**config.mk**
```make
export PLATFORM = sky130hd
export DESIGN_NAME = vsync_conditioner
export DESIGN_NICKNAME = d
export VERILOG_FILES = /design/src/rtl/vsync_conditioner_pkg.sv /design/src/rtl/vsync_conditioner_sync_glitch_filter.sv /design/src/rtl/vsync_conditioner.sv
export SDC_FILE = /design/constraint.sdc
export NUM_CORES = 1
export LEC_CHECK = 0
export ABC_AREA = 1
export ABC_CLOCK_PERIOD_IN_PS = 1500
export CAP_MARGIN = 20
export CORE_MARGIN = 2
export CORE_UTILIZATION = 27
export CTS_CLUSTER_DIAMETER = 150
export DETAILED_ROUTE_END_ITERATION = 10
export PLACE_DENSITY = 0.43
export SYNTH_ARGS = -nofsm -noshare
export SYNTH_HDL_FRONTEND = slang
export SYNTH_SLANG_ARGS = --single-unit
```
**constraint.sdc**
```tcl
create_clock -name clk_in -period 1.5 [get_ports clk_in]
set_input_delay 0.15 -clock clk_in [delete_from_list [all_inputs] [get_ports clk_in]]
set_output_delay 0.15 -clock clk_in [all_outputs]
set_load 0.01 [all_outputs]
```
**src/rtl/vsync_conditioner_pkg.sv**
```systemverilog
// Shared constants, presence-state encoding and timeout helper for vsync_conditioner.
`ifndef CLK_FREQ
`define CLK_FREQ 100000000
`endif

package vsync_conditioner_pkg;

   localparam int unsigned CLK_FREQ_DEF      = `CLK_FREQ;
   localparam int unsigned FILTER_CYCLES_DEF = 16;
   localparam int unsigned TIMEOUT_MS_DEF    = 50;
   localparam int unsigned CNT_W_DEF         = 23;
   localparam int unsigned STAB_W            = 8;

   typedef enum logic [1:0] {
      ABSENT  = 2'd0,
      ARMED   = 2'd1,
      PRESENT = 2'd2
   } presence_e;

   // Watchdog limit in clock cycles for a given clock frequency and timeout in ms.
   function automatic logic [63:0] timeout_cycles(input logic [63:0] freq, input logic [63:0] ms);
      return freq * ms / 64'd1000;
   endfunction

endpackage

```
**src/rtl/vsync_conditioner_sync_glitch_filter.sv**
```systemverilog
// 2-FF synchroniser plus stability-counter deglitcher; filt_next_c exposes the
// level filt takes at the next edge so callers can register edge strobes.
module vsync_conditioner_sync_glitch_filter
   import vsync_conditioner_pkg::*;
#(
   parameter int unsigned FILTER_CYCLES = FILTER_CYCLES_DEF
) (
   input  logic clk_in,
   input  logic rst,
   input  logic din,
   output logic filt,
   output logic filt_next_c
);

   logic              sync_d;
   logic              sync_q;
   logic [STAB_W-1:0] stab_cnt;
   logic              flip_c;

   assign flip_c      = (sync_q != filt) && (stab_cnt == STAB_W'(FILTER_CYCLES - 1));
   assign filt_next_c = flip_c ? sync_q : filt;

   always_ff @(posedge clk_in or posedge rst) begin
      if (rst) begin
         sync_d   <= 1'b0;
         sync_q   <= 1'b0;
         filt     <= 1'b0;
         stab_cnt <= '0;
      end else begin
         sync_d <= din;
         sync_q <= sync_d;
         filt   <= filt_next_c;
         if (sync_q == filt || flip_c) stab_cnt <= '0;
         else                          stab_cnt <= stab_cnt + 1'b1;
      end
   end

endmodule

```
**src/rtl/vsync_conditioner.sv**
```systemverilog
// VSYNC conditioner: sync + deglitch, falling-edge strobe, period measurement and
// presence watchdog. Optional polarity auto-correction under VSYNC_POLARITY_AUTO_EN.
module vsync_conditioner
   import vsync_conditioner_pkg::*;
#(
   parameter int unsigned CLK_FREQ      = CLK_FREQ_DEF,
   parameter int unsigned FILTER_CYCLES = FILTER_CYCLES_DEF,
   parameter int unsigned TIMEOUT_MS    = TIMEOUT_MS_DEF,
   parameter int unsigned CNT_W         = CNT_W_DEF
) (
   input  logic             clk_in,
   input  logic             rst,
   input  logic             vsync_raw,
   output logic             vsync_out,
   output logic             vsync_fall,
   output logic             sync_present,
   output logic [CNT_W-1:0] period_cycles
);

   localparam logic [63:0]      TIMEOUT_L   = timeout_cycles(64'(CLK_FREQ), 64'(TIMEOUT_MS));
   localparam logic [CNT_W-1:0] TIMEOUT_CYC = CNT_W'(TIMEOUT_L);
   localparam logic [CNT_W-1:0] TIMEOUT_M1  = TIMEOUT_CYC - CNT_W'(1);

   logic             filt;
   logic             filt_next_c;
   presence_e        state;
   logic [CNT_W-1:0] wd_cnt;
   logic             edge_c;
   logic             to_c;
   logic             vout_cur_c;
   logic             vout_next_c;
   logic             fall_ok_c;

   vsync_conditioner_sync_glitch_filter #(
      .FILTER_CYCLES (FILTER_CYCLES)
   ) u_filter (
      .clk_in      (clk_in),
      .rst         (rst),
      .din         (vsync_raw),
      .filt        (filt),
      .filt_next_c (filt_next_c)
   );

   // Timeout fires on the edge where wd_cnt reaches TIMEOUT_CYC; a coincident fall wins.
   assign to_c = (state != ABSENT) && !edge_c && (wd_cnt == TIMEOUT_M1);

`ifdef VSYNC_POLARITY_AUTO_EN
   logic             invert;
   logic             invert_next_c;
   logic             filt_fall;
   logic [CNT_W-1:0] high_cnt;
   logic [CNT_W-1:0] low_cnt;

   // Until lock, the watchdog follows raw filt falls so a polarity flip cannot stall it.
   assign edge_c        = (state == PRESENT) ? vsync_fall : filt_fall;
   assign invert_next_c = (edge_c && state == ARMED) ? (high_cnt > low_cnt) :
                          to_c                       ? 1'b0 : invert;
   assign vout_cur_c    = vsync_out;
   assign vout_next_c   = filt_next_c ^ invert_next_c;
   assign fall_ok_c     = (invert_next_c == invert);

   always_ff @(posedge clk_in or posedge rst) begin
      if (rst) begin
         invert    <= 1'b0;
         filt_fall <= 1'b0;
         high_cnt  <= '0;
         low_cnt   <= '0;
      end else begin
         invert    <= invert_next_c;
         filt_fall <= filt & ~filt_next_c;
         if (edge_c) begin
            high_cnt <= '0;
            low_cnt  <= '0;
         end else if (filt) begin
            if (high_cnt != '1) high_cnt <= high_cnt + 1'b1;
         end else begin
            if (low_cnt != '1) low_cnt <= low_cnt + 1'b1;
         end
      end
   end
`else
   assign edge_c      = vsync_fall;
   assign vout_cur_c  = filt;
   assign vout_next_c = filt_next_c;
   assign fall_ok_c   = 1'b1;
`endif

   // Output strobes, watchdog/period counter and presence state machine.
   always_ff @(posedge clk_in or posedge rst) begin
      if (rst) begin
         vsync_out     <= 1'b0;
         vsync_fall    <= 1'b0;
         sync_present  <= 1'b0;
         period_cycles <= '0;
         wd_cnt        <= '0;
         state         <= ABSENT;
      end else begin
         vsync_out  <= vout_next_c;
         vsync_fall <= vout_cur_c & ~vout_next_c & fall_ok_c;
         if (edge_c) begin
            if (state != ABSENT) begin
               period_cycles <= wd_cnt;
               state         <= PRESENT;
               sync_present  <= 1'b1;
            end else begin
               state         <= ARMED;
               sync_present  <= 1'b0;
            end
            wd_cnt <= CNT_W'(1);
         end else if (to_c) begin
            wd_cnt       <= TIMEOUT_CYC;
            state        <= ABSENT;
            sync_present <= 1'b0;
         end else if (state != ABSENT) begin
            wd_cnt <= wd_cnt + 1'b1;
         end
      end
   end

endmodule

```
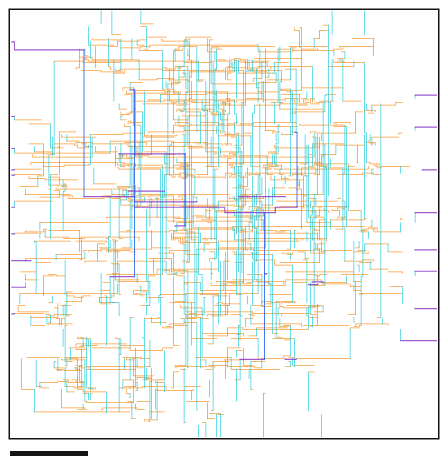
(run_1/layers.png)
Scale bar: 20 um.
M1: drawn in orange, wire length 3,920 um. M4: drawn in blue, wire length 160 um. M2: drawn in cyan, wire length 3,570 um. M3: drawn in purple, wire length 215 um.
detailed-route via count: 2,682
GRT Overall Usage: 0.1466
post-detailed-route wirelength per cell: 12.86 um
WL final: 7868 um

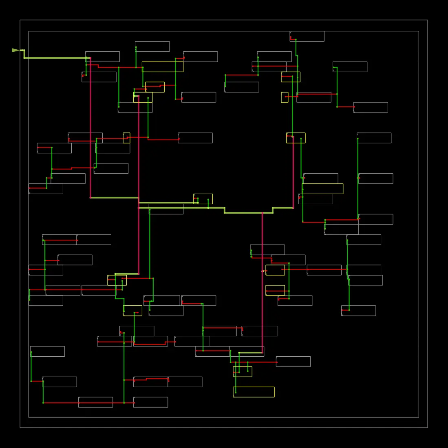
(run_1/clock_nets.png)
Max Clock Skew: 0.005496 ns
Worst-Skew Late Latency: 0.35 ns
Clk. pwr: 0.00177 W
CTS Sinks: 60

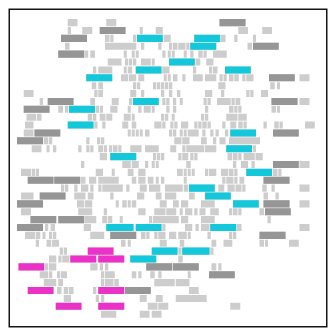
(run_1/ff_map.png)
Other sequential cells in the stronger grey, the rest of the logic in the fainter grey.
`wd_cnt`: drawn in cyan, sequential cells 23. `u_filter.stab_cnt`: drawn in magenta, sequential cells 8, where south-west.
Another 29 sequential cells are not coloured.
Seq power: 0.00163 W
fraction of area in registers: 0.3593
fin util: 0.3878
register area: 0.001504 sq mm

==> metrics.yaml, run 1 <==
ys_warn_count: 0
largest_class: "sequential cells"
pin_count: 29
fp_util: 0.2763
area_delta_synth_final_pct: 40.37
cp_cell_sequence: "ha_4 -> nand3_4 -> nor2_4 -> nand2_2 -> nor2_4 -> nor2_4 -> buf_4 -> nand2_1 -> o21ai_0"
syn_area_sq_mm: 0.002982
grt_antenna_before_repair: 0
p_leak_nw: 1.862
dpl_worst_slack_ns: -0.2088
diodes: 0
crit_buf_inv: 1
final_cell_mix: "nand2_1 (122), dfrtp_1 (58), buf_4 (49)"
warning_count: 27
synth_cells: 383
ys.flops: 60
cts-resized-gates: 8
instances_no_fill: 612
run_status: "complete, no violations"
cp.required_ns: 1.72
cpMostUsedCell: "nor2_4"
postSynthSeqShare: 0.5036
biggestRegsByFlops: "period_cycles: 23 flops, wd_cnt: 23 flops, u_filter.stab_cnt: 8 flops"
ys_sh_mux: 0
start_kind: "flip-flop"
crit_path_max_incr_delay_ns: 0.40
buffers: 80
grt_setup_unrepaired: "true"
nClkBuffers: 10
fa_ha_area_frac: 0.008393
rr_worst_depth: 9
nWellTaps: 140
mostFrequentLayoutCell: "nand2_1"
flops: 60
run 1: routing by layer:
| metal | up-vias | GRT usage | wire length (um) |
|---|---|---|---|
| li1 | 1389 | - | - |
| met1 | 1245 | 0.1937 | 3922 |
| met2 | 36 | 0.2294 | 3571 |
| met3 | 12 | 0.02630 | 215 |
| met4 | 0 | 0.07418 | 159 |
| met5 | - | 0 | 0 |
run 1: synthesized netlist by cell type:
library cell  count
xor2_1            7
clkbuf_1          1
inv_1            38
clkinv_1          1
nor2_4            5
xnor2_1           1
o22ai_1           1
nand4_1           6
nor2_1           46
dfrtp_1          60
a21oi_1           6
inv_2             2
o21ai_0          29
nand3_1          19
nor3b_1           4
o21ai_1          12
ha_1              2
nor2_2            4
buf_2             4
nand2_1         124
nand3_2           3
nor3_1            2
buf_6             1
nand2_2           4
nand3b_1          1
run 1: how the worst max path moves through the flow:
stage / start / cells after the start / slack (ns) / endpoint
2_1_floorplan: wd_cnt[0] / 9 / 0.05 / wd_cnt[3]
3_3_place_gp: wd_cnt[0] / 8 / -0.16 / wd_cnt[17]
3_5_place_dp: wd_cnt[0] / 8 / -0.21 / wd_cnt[15]
4_1_cts: wd_cnt[0] / 8 / 0.001 / wd_cnt[20]
5_1_grt: wd_cnt[0] / 10 / -0.05 / wd_cnt[16]
6_report: wd_cnt[1] / 9 / 0.06 / wd_cnt[12]
run 1: per-stage QoR:
| step | TNS, ns | util | power (W) |
|---|---|---|---|
| CTS | 0 | 0.3755 | 0.003549 |
| detailed placement | -2.444 | 0.3489 | 0.001734 |
| floorplan | 0 | - | 0.001701 |
| finish | 0 | 0.3878 | 0.003476 |
| global route | -0.1415 | 0.3878 | 0.003638 |
| global placement | -1.654 | 0.3489 | 0.001733 |
==> run 2, diff against run 1 <==
- PLACE_DENSITY: 0.43 -> 0.48
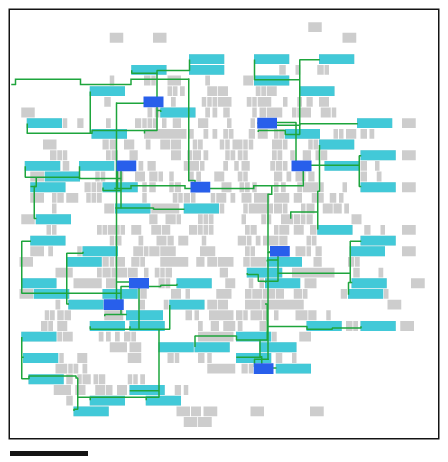
(run_2/clock_wires.png)
Scale bar: 20 um.
clock-net drivers: drawn in blue, count 9. flip-flops: drawn in cyan, count 60. clock wires: drawn in green, length 910 um.
There are 10 routed clock nets.
Max Clock Skew: 0.01387 ns
Clock Power Share: 0.518
Clk. pwr: 0.00183 W

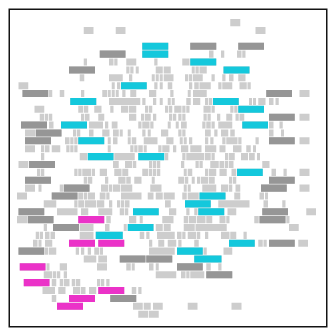
(run_2/ff_map.png)
Other sequential cells in the stronger grey, the rest of the logic in the fainter grey.
`u_filter.stab_cnt`: drawn in magenta, sequential cells 8, where south-west. `wd_cnt`: drawn in cyan, sequential cells 23.
fraction of area in registers: 0.3561
fin util: 0.3913

==> metrics.yaml, run 2 <==
instances_no_fill: 612  # unchanged
wl_met1_um: 3872  # -1.3%
yosys-top-cells-count: "nand2_1 (124), dfrtp_1 (60), nor2_1 (46), inv_1 (38), o21ai_0 (29)"
syn_area_sq_mm: 0.002982  # unchanged
postSynthSeqShare: 0.5036  # unchanged
pin_count: 29  # unchanged
met2_usage: 0.2143  # -0.01508
clock-sinks: 60  # unchanged
crit_path_max_incr_delay_ns: 0.41  # about the same
wl_met2_um: 3212  # -10%
dpl_worst_slack_ns: -0.1862  # +0.02257 ns
finalSetupTns_ns: 0  # unchanged
warning_count: 28  # +3.7%
busiest_layer: "met2"
run_status: "complete, no violations"
flop_cell: "dfrtp_1"
gr-usage-met1: 0.1974  # +0.003647
rr_worst_depth: 9  # unchanged
ys_warn_count: 0  # unchanged
grt_use_met3: 0.02809  # +0.001793
wl_met3_um: 248  # +15%
cp.required_ns: 1.74  # +0.02 ns
synthArstFlopShare: 1.000  # unchanged
grt_antenna_before_repair: 0  # unchanged
diodes: 0  # unchanged
power.total_w: 0.003529  # +1.5%
ys.flops: 60  # unchanged
mostFrequentLayoutCell: "nand2_1"
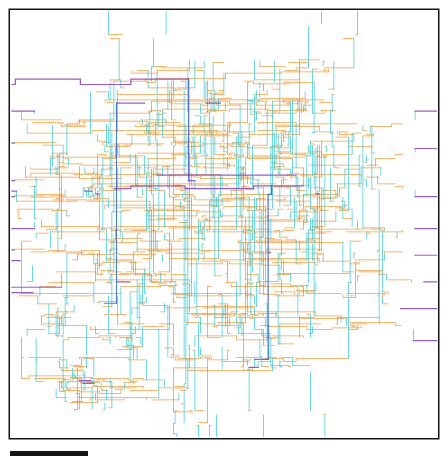
(run_2/layers.png)
Scale bar: 20 um.
M3: drawn in purple, wire length 249 um. M1: drawn in orange, wire length 3,870 um. M2: drawn in cyan, wire length 3,210 um. M4: drawn in blue, wire length 122 um.
GRT Overall Usage: 0.1416
post-detailed-route wirelength per cell: 12.18 um
detailed-route via count: 2,690
WL final: 7456 um

[run 2: cell counts after synthesis]
Identical to the previous run, type by type.
[run 2: final cells by class]
type | instances | area [sq um]
Tap cell | 140 | 175.2
Clock buffer | 10 | 137.6
Fill cell | 1107 | 6570
Clock inverter | 6 | 111.4
Sequential cell | 60 | 1504
Inverter | 41 | 160.2
Timing Repair Buffer | 79 | 718.2
Multi-Input combinational cell | 276 | 1416
[run 2: how the worst max path moves through the flow]
stage / to / depth (start not counted) / slack (ns)
global route: wd_cnt[20] / 8 / -0.05
global placement: wd_cnt[15] / 8 / -0.14
detailed placement: wd_cnt[21] / 8 / -0.19
finish: wd_cnt[14] / 9 / 0.05
floorplan: wd_cnt[3] / 9 / 0.05
CTS: wd_cnt[21] / 8 / -0.003
[run 2: where the power goes]
group | leakage (nW) | switching [W] | internal, W
logic | 0.917 | 0.0000447 | 0.0000243
registers | 0.828 | 0.00000673 | 0.00163
clock network | 0.122 | 0.000678 | 0.00115
[run 2: logic make-up (layout without fill, tap and decap cells)]
| group | count (synthesis) | count (layout) | share of synthesized area |
|---|---|---|---|
| and+or+nand+nor | 218 | 218 | 0.3202 |
| DFF | 60 | 60 | 0.5036 |
| buffers and inverters | 47 | 136 | 0.06337 |
| xor gates and xnor gates | 8 | 8 | 0.02350 |
| adders and majority gates | 2 | 2 | 0.008391 |
| AOI/OAI and AO/OA | 48 | 48 | 0.08099 |
[run 2: critical path, delay by kind of cell (launching register included)]
family,cells,cell delay [ns]
and+or+nand+nor,5,0.45
DFF,1,0.41
buffers and inverters,2,0.25
adders and majority gates,1,0.17
AOI/OAI and AO/OA,1,0.05
[run 2: repair_timing]
item | 4_1_cts | 5_1_grt
pin swaps | 3 | 6
resized | 8 | 38
setup buffers | 1 | 6
endpoints found under the setup margin | 15 | 28
Power figures rest on the tool's default switching activity, not on a simulated workload.
